Figure 1. Signal wires on met2 (run 1).
(2 px per um)
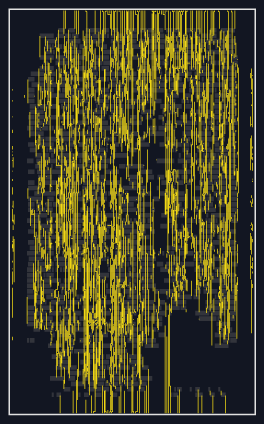
Figure 2. Sequential cells colored by netlist name (run 1).
(3 px per um) Other sequential cells in the stronger gray, the rest of the logic in the fainter gray.
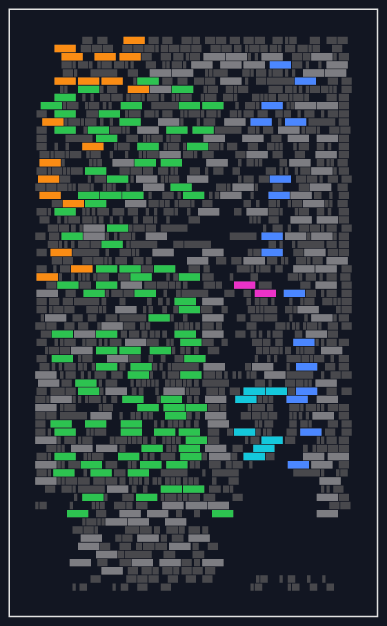
Figure 3. Selected gate families (run 1).
(3 px per um)
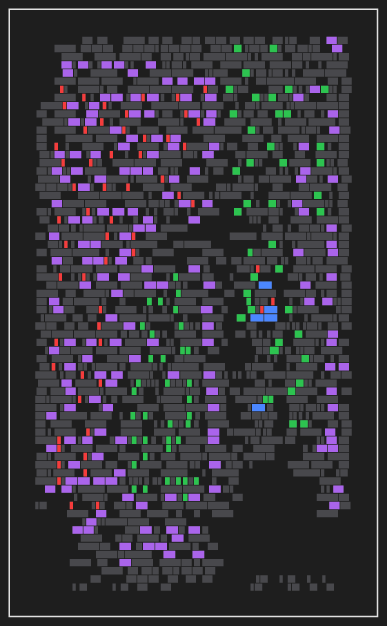
Design iir_feedback_ctrl, sky130hd; sources not shown.
==> notes.md, run 1 <==
Implementation numbers.

- The commonest register cell is dfxtp_1.
- The post-synthesis xor/xnor area fraction is 0.00362.
- The vertical extent of the die is 202 um.
- The most common logic cells in the final layout are 256 x dfxtp_1, 217 x clkdlybuf4s50_1, 195 x nand2_1.
- The clock root buffer is clkbuf_16.
- Counting pins that exceed their max-slew limit in the final report gives 0.
- The post-CTS hold buffer count recorded in the log is 0.
- The worst clock skew reads 0.00568 ns.
- The post-synthesis simple-gate area fraction is 0.151.
- The total global routing track utilization is 0.207.
- The number of antenna repair diodes reads 0.
- Per the synthesis report, the AND-OR/OR-AND share of the synthesized area is 0.0522.
- The number of enable-type register cells in the synthesized netlist reads 0.
- The cell count after placement is 1,462.
- The number of vias per cell after detailed routing is 4.97.
- The proportion of synthesized chip area in sequential cells reads 0.530.
- Signal routing reaches up to met4.
- STA puts the critical path data arrival time at 2.80 ns.
- The critical path is of the input port to flip-flop type.
- The total of flip-flops plus latches after synthesis is ~260.
- The standard cell with the maximum stage delay on the critical path reads clkbuf_1.
- The count of input and output buffers is 217.
- The clock slew seen by the registers of the worst setup and hold paths is 0.06 ns.
- The site row count reads roughly 68.
- After the first detailed-routing iteration, the DRC count stood at between 400 and 500.
- Entering global routing, the biggest net connects 16 pins.
- The required time of the critical path is 3.32 ns.
- The final RePlAce weighted congestion is approximately 0.86.
- The post-synth area from yosys stat reads 9680 um^2.
- The number of antenna violations at the first check in global routing is 0.
- The first global-routing pass estimated 40.5 mm of wire.
- The effective utilization at floorplan is 0.494.
- The number of clock sinks came to ~260.
- The area growth from synthesis to layout is 33.6%.
- The timing report gives the worst reg2reg path a setup slack of 0.66 ns.
- Yosys reported that registers with async set or reset make up 0.
- Per the detail_route log, met2 wirelength is 13.7 mm.
- The aggregate global routing overflow reads 0.
- The run finished with clean final reports.
- Setup repair after global routing left no endpoint under its margin.
- The count of tool warnings reads 29.
- The main logic family after synthesis reads multiplexers.
- The TritonCTS clock tree reads built.
- The standby leakage power reads roughly 5.5 nW.
- The final layout report lists a filler cell count of 1,603.
- The Yosys step of the flow raised 0 warnings.
- The number of nets in the layout reads ~1,300.
- For this run, the detailed router's first-pass iteration total came to 5.
- The critical path startpoint category reads an input port.
- The max-capacitance violation count reads 0.
## Picture notes: Figure 1
main direction = vertical
wire length on this layer = 13,700 um
nets with wire on the layer = 1,130
total wire length: 26.3 mm
total via count in the routed design: 7,468
met2 Use GR: 0.384

## Picture notes: Figure 2
`u_coef_bank.g_coef.r_shadow` -> green  # sequential cells 90
`o_sample` -> blue  # sequential cells 16
`u_coef_bank.o_b1` -> orange  # sequential cells 18, where upper left
`r_wait_cnt` -> cyan  # sequential cells 7
`r_state` -> magenta  # sequential cells 2
proportion of cell area occupied by registers: 0.396
post-layout utilization of the core: 0.661
Seq. cell area: 5120 um^2

## Picture notes: Figure 3
multiplexers -> purple  # cells 176, most used mux2i_1, where spread over the die
adder and majority cells -> blue  # cells 5, most used ha_1
inverters -> red  # cells 57, most used inv_1
inverting AOI/OAI gates -> green  # cells 78, most used o21ai_0
combinational fraction of the cell area: 0.310
final cell count without fillers: 1,503
most frequent logic cell in the layout: dfxtp_1

## run 1: per-layer routing
metal | track usage | up-vias
li1 | - | 3695
met1 | 0.217 | 3472
met2 | 0.384 | 247
met3 | 0.0374 | 54
met4 | 0.0915 | 0
met5 | 0 | -
## run 1: per-stage QoR
stage                     worst slack [ns]  hold WS, ns  power, W   util
after floorplan                      0.894        0.418   0.00400      -
final                                0.518        0.445   0.00709  0.661
after CTS                            0.397        0.453   0.00718  0.660
after detailed placement            0.0115        0.443   0.00429  0.624
after global routing                 0.408        0.477   0.00734  0.661
after global placement             -0.0172        0.429   0.00428  0.624
## run 1: where the power goes
part	switching (W)	internal, W	total, W	leakage [nW]
Clock	0.00126	0.00162	0.00289	0.358
Sequential	0.0000291	0.00360	0.00362	2.07
Combinational	0.000297	0.000287	0.000584	3.04
## run 1: Yosys cell counts (3+ instances only)
cell      instances  area, um^2
clkbuf_1         35         131
and2_1           36         225
mux2_2           54         608
nand2_1         195         732
buf_2            10        50.1
dfxtp_1         256        5120
buf_6             5        56.3
nor2_1           42         158
mux2i_1          86         861
inv_1            57         214
buf_4            16         120
ha_1              5        62.6
buf_1            10        37.5
xor2_1            3        26.3
a21boi_0         32         240
o21ai_0          38         190
nand3_1          39         195
mux2_1           36         405
## run 1: layout make-up
type / instances / area (um^2) / area share
Buffer: 76 / 397 / 0.0307
Clock buffer: 35 / 681 / 0.0526
Clock inverter: 6 / 33.8 / 0.00261
Inverter: 57 / 214 / 0.0165
Multi-Input combinational cell: 611 / 4000 / 0.310
Sequential cell: 256 / 5120 / 0.396
Tap cell: 245 / 307 / 0.0237
Timing Repair Buffer: 217 / 2170 / 0.168
## run 1: worst max-delay path, delay by kind of cell
kind	cells	cell delay, ns
and+or+nand+nor	1	0.18
muxes	1	0.16
buffers and inverters	4	1.87
## Run 2: what changed since run 1
- clock period: 2.89 -> 2.5 ns (I/O delays scaled with it)
Figure 4. Selected gate families (run 2).
(3 px per um)
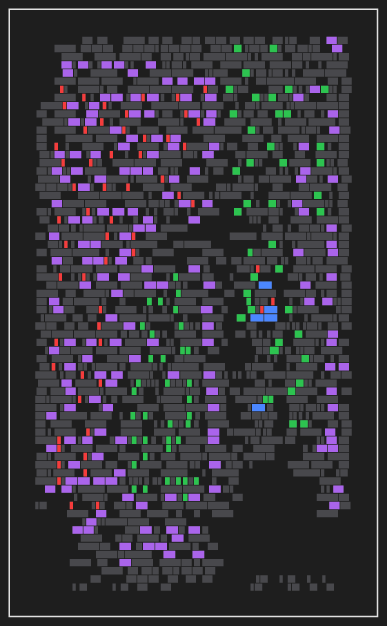
inverting AOI/OAI gates -> green  # cells 78, most used o21ai_0
adder and majority cells -> blue  # cells 5, most used ha_1
inverters -> red  # cells 57, most used inv_1
multiplexers -> purple  # cells 176, most used mux2i_1, where spread over the die

Figure 5. Sequential cells colored by netlist name (run 2).
(3 px per um) Other sequential cells in the stronger gray, the rest of the logic in the fainter gray.
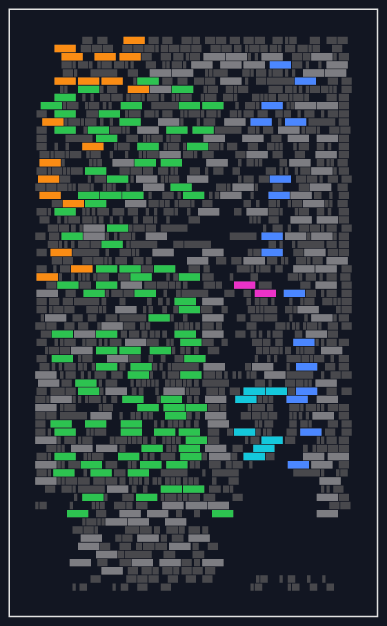
`u_coef_bank.g_coef.r_shadow` -> green  # sequential cells 90
`r_state` -> magenta  # sequential cells 2
`o_sample` -> blue  # sequential cells 16
`u_coef_bank.o_b1` -> orange  # sequential cells 18, where upper left
`r_wait_cnt` -> cyan  # sequential cells 7
not colored = 123
Flop+latch power: 0.00419 W

Figure 6. Layout detail (run 2).
Window x 41 to 81, y 121 to 161 um. Cells in gray, sequential cells in the stronger gray; small squares are vias.
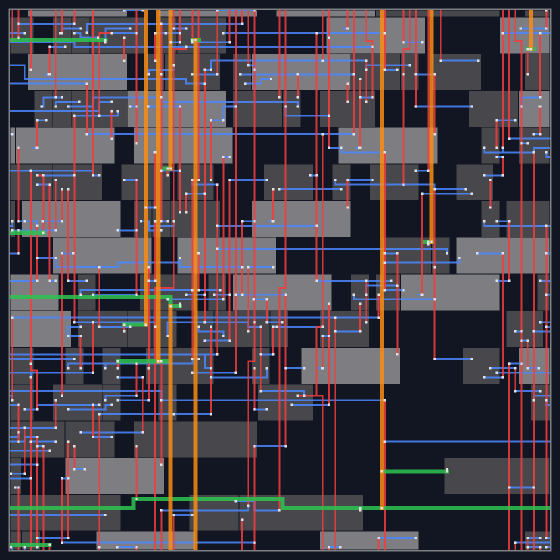
metal 4 -> orange
metal 2 -> red
metal 3 -> green
metal 1 -> blue
cells with their middle in the window = 94
sequential cells in the window = 20
most frequent = dfxtp_1 (20), nand2_1 (19), clkdlybuf4s50_1 (11)

==> notes.md, run 2 <==
Implementation numbers.

- The flow ran to the end, and the final reports show no timing, DRC or antenna violations.
- By area the synthesized netlist is led by dfxtp_1 53%, mux2i_1 8.9%, nand2_1 7.6%.
- The synthesized design contains 0 enable-type register cells.
- Per the synthesis report, the AND-OR/OR-AND share of the synthesized area is 0.0522.
- The required time of the critical path reads about 2.9 ns.
- The count of input and output buffers is 217.
- The fraction of registers with async set or reset after synthesis reads 0.
- The post-synthesis simple-gate area fraction is 0.151.
- Counting pins that exceed their max-slew limit in the final report gives 0.
- The sum of routed wire length over all layers reads 26.3 mm.
- The proportion of synthesized chip area in sequential cells is 0.530.
- After filler insertion, the fill cell instance count of the layout stands at 1,603.
- CTS placed an instance of clkbuf_16 at the clock tree root.
- The most common cell after layout, fill and taps aside is dfxtp_1.
- The standard cell with the maximum stage delay on the critical path is clkbuf_1.
- In this run the tools logged warnings totalling 29.
- The critical path is of the input port to flip-flop type.
- In this run, post-CTS hold repair placed 0 buffers.
- The post-synthesis xor/xnor area fraction reads 0.00362.
- The worst-case setup slack after placement reads -0.301 ns.
- Per the GRT congestion report, total overflow comes to 0.
- The number of design-rule violations left by the first detailed-router iteration is roughly 450.
- Setup repair after global routing left no endpoint under its margin.
- The via count is 7,468.
- The effective utilization at floorplan reads 0.494.
- The setup slack after layout is 0.206 ns.
- The vertical extent of the die reads between 200 and 250 um.
- The number of warnings reported in the yosys synthesis log reads 0.
- The TritonCTS clock tree reads built.
- The synthesized design contains 256 register bits.
- The cell taking the most area after synthesis reads dfxtp_1.
## run 2: cell counts in the layout (fill, tap and decap cells not counted)
No cell type changed its count.
## run 2: critical path: cells and delay by family
kind	cells	cell delay, ns
multiplexers	1	0.16
buffers and inverters	4	1.87
AND/OR/NAND/NOR	1	0.18
## run 2: cell families after synthesis
family	after synthesis
buf+inv	133
xor+xnor	4
mux	176
flops	256
fa+ha+maj	5
other cells	1
simple gates	330
compound gates	80
## run 2: per-stage QoR
| stage | std cells | total power [W] | cell area, um^2 | utilization | TNS [ns] |
|---|---|---|---|---|---|
| floorplan | 1000 | 0.00462 | 9730 | - | 0 |
| detailed placement | 1462 | 0.00496 | 12200 | 0.624 | -29.60 |
| CTS | 1503 | 0.00830 | 12900 | 0.660 | 0 |
| finish | 1503 | 0.00820 | 12900 | 0.661 | 0 |
| global placement | 1462 | 0.00495 | 12200 | 0.624 | -32.14 |
| global route | 1503 | 0.00849 | 12900 | 0.661 | 0 |
## run 2: final cells by class
| type | count | area (um^2) | area share |
|---|---|---|---|
| plain buffers | 76 | 397 | 0.0307 |
| clock buffers | 35 | 681 | 0.0526 |
| clock inverters | 6 | 33.8 | 0.00261 |
| inverters | 57 | 214 | 0.0165 |
| multi-input cells | 611 | 4000 | 0.310 |
| flip-flops and latches | 256 | 5120 | 0.396 |
| well taps | 245 | 307 | 0.0237 |
| repair buffers | 217 | 2170 | 0.168 |
## run 2: metal layers
layer / share of wire / up-vias / GRT usage
li1: - / 3695 / -
met1: 0.37 / 3472 / 0.217
met2: 0.52 / 247 / 0.384
met3: 0.063 / 54 / 0.0374
met4: 0.044 / 0 / 0.0915
met5: 0 / - / 0
## run 2: report_power, final
group	switching, W	internal, W	leakage (nW)
logic	0.000344	0.000332	3.04
registers	0.0000336	0.00416	2.07
clock network	0.00146	0.00188	0.358
Power is estimated from default activity; no workload was simulated.
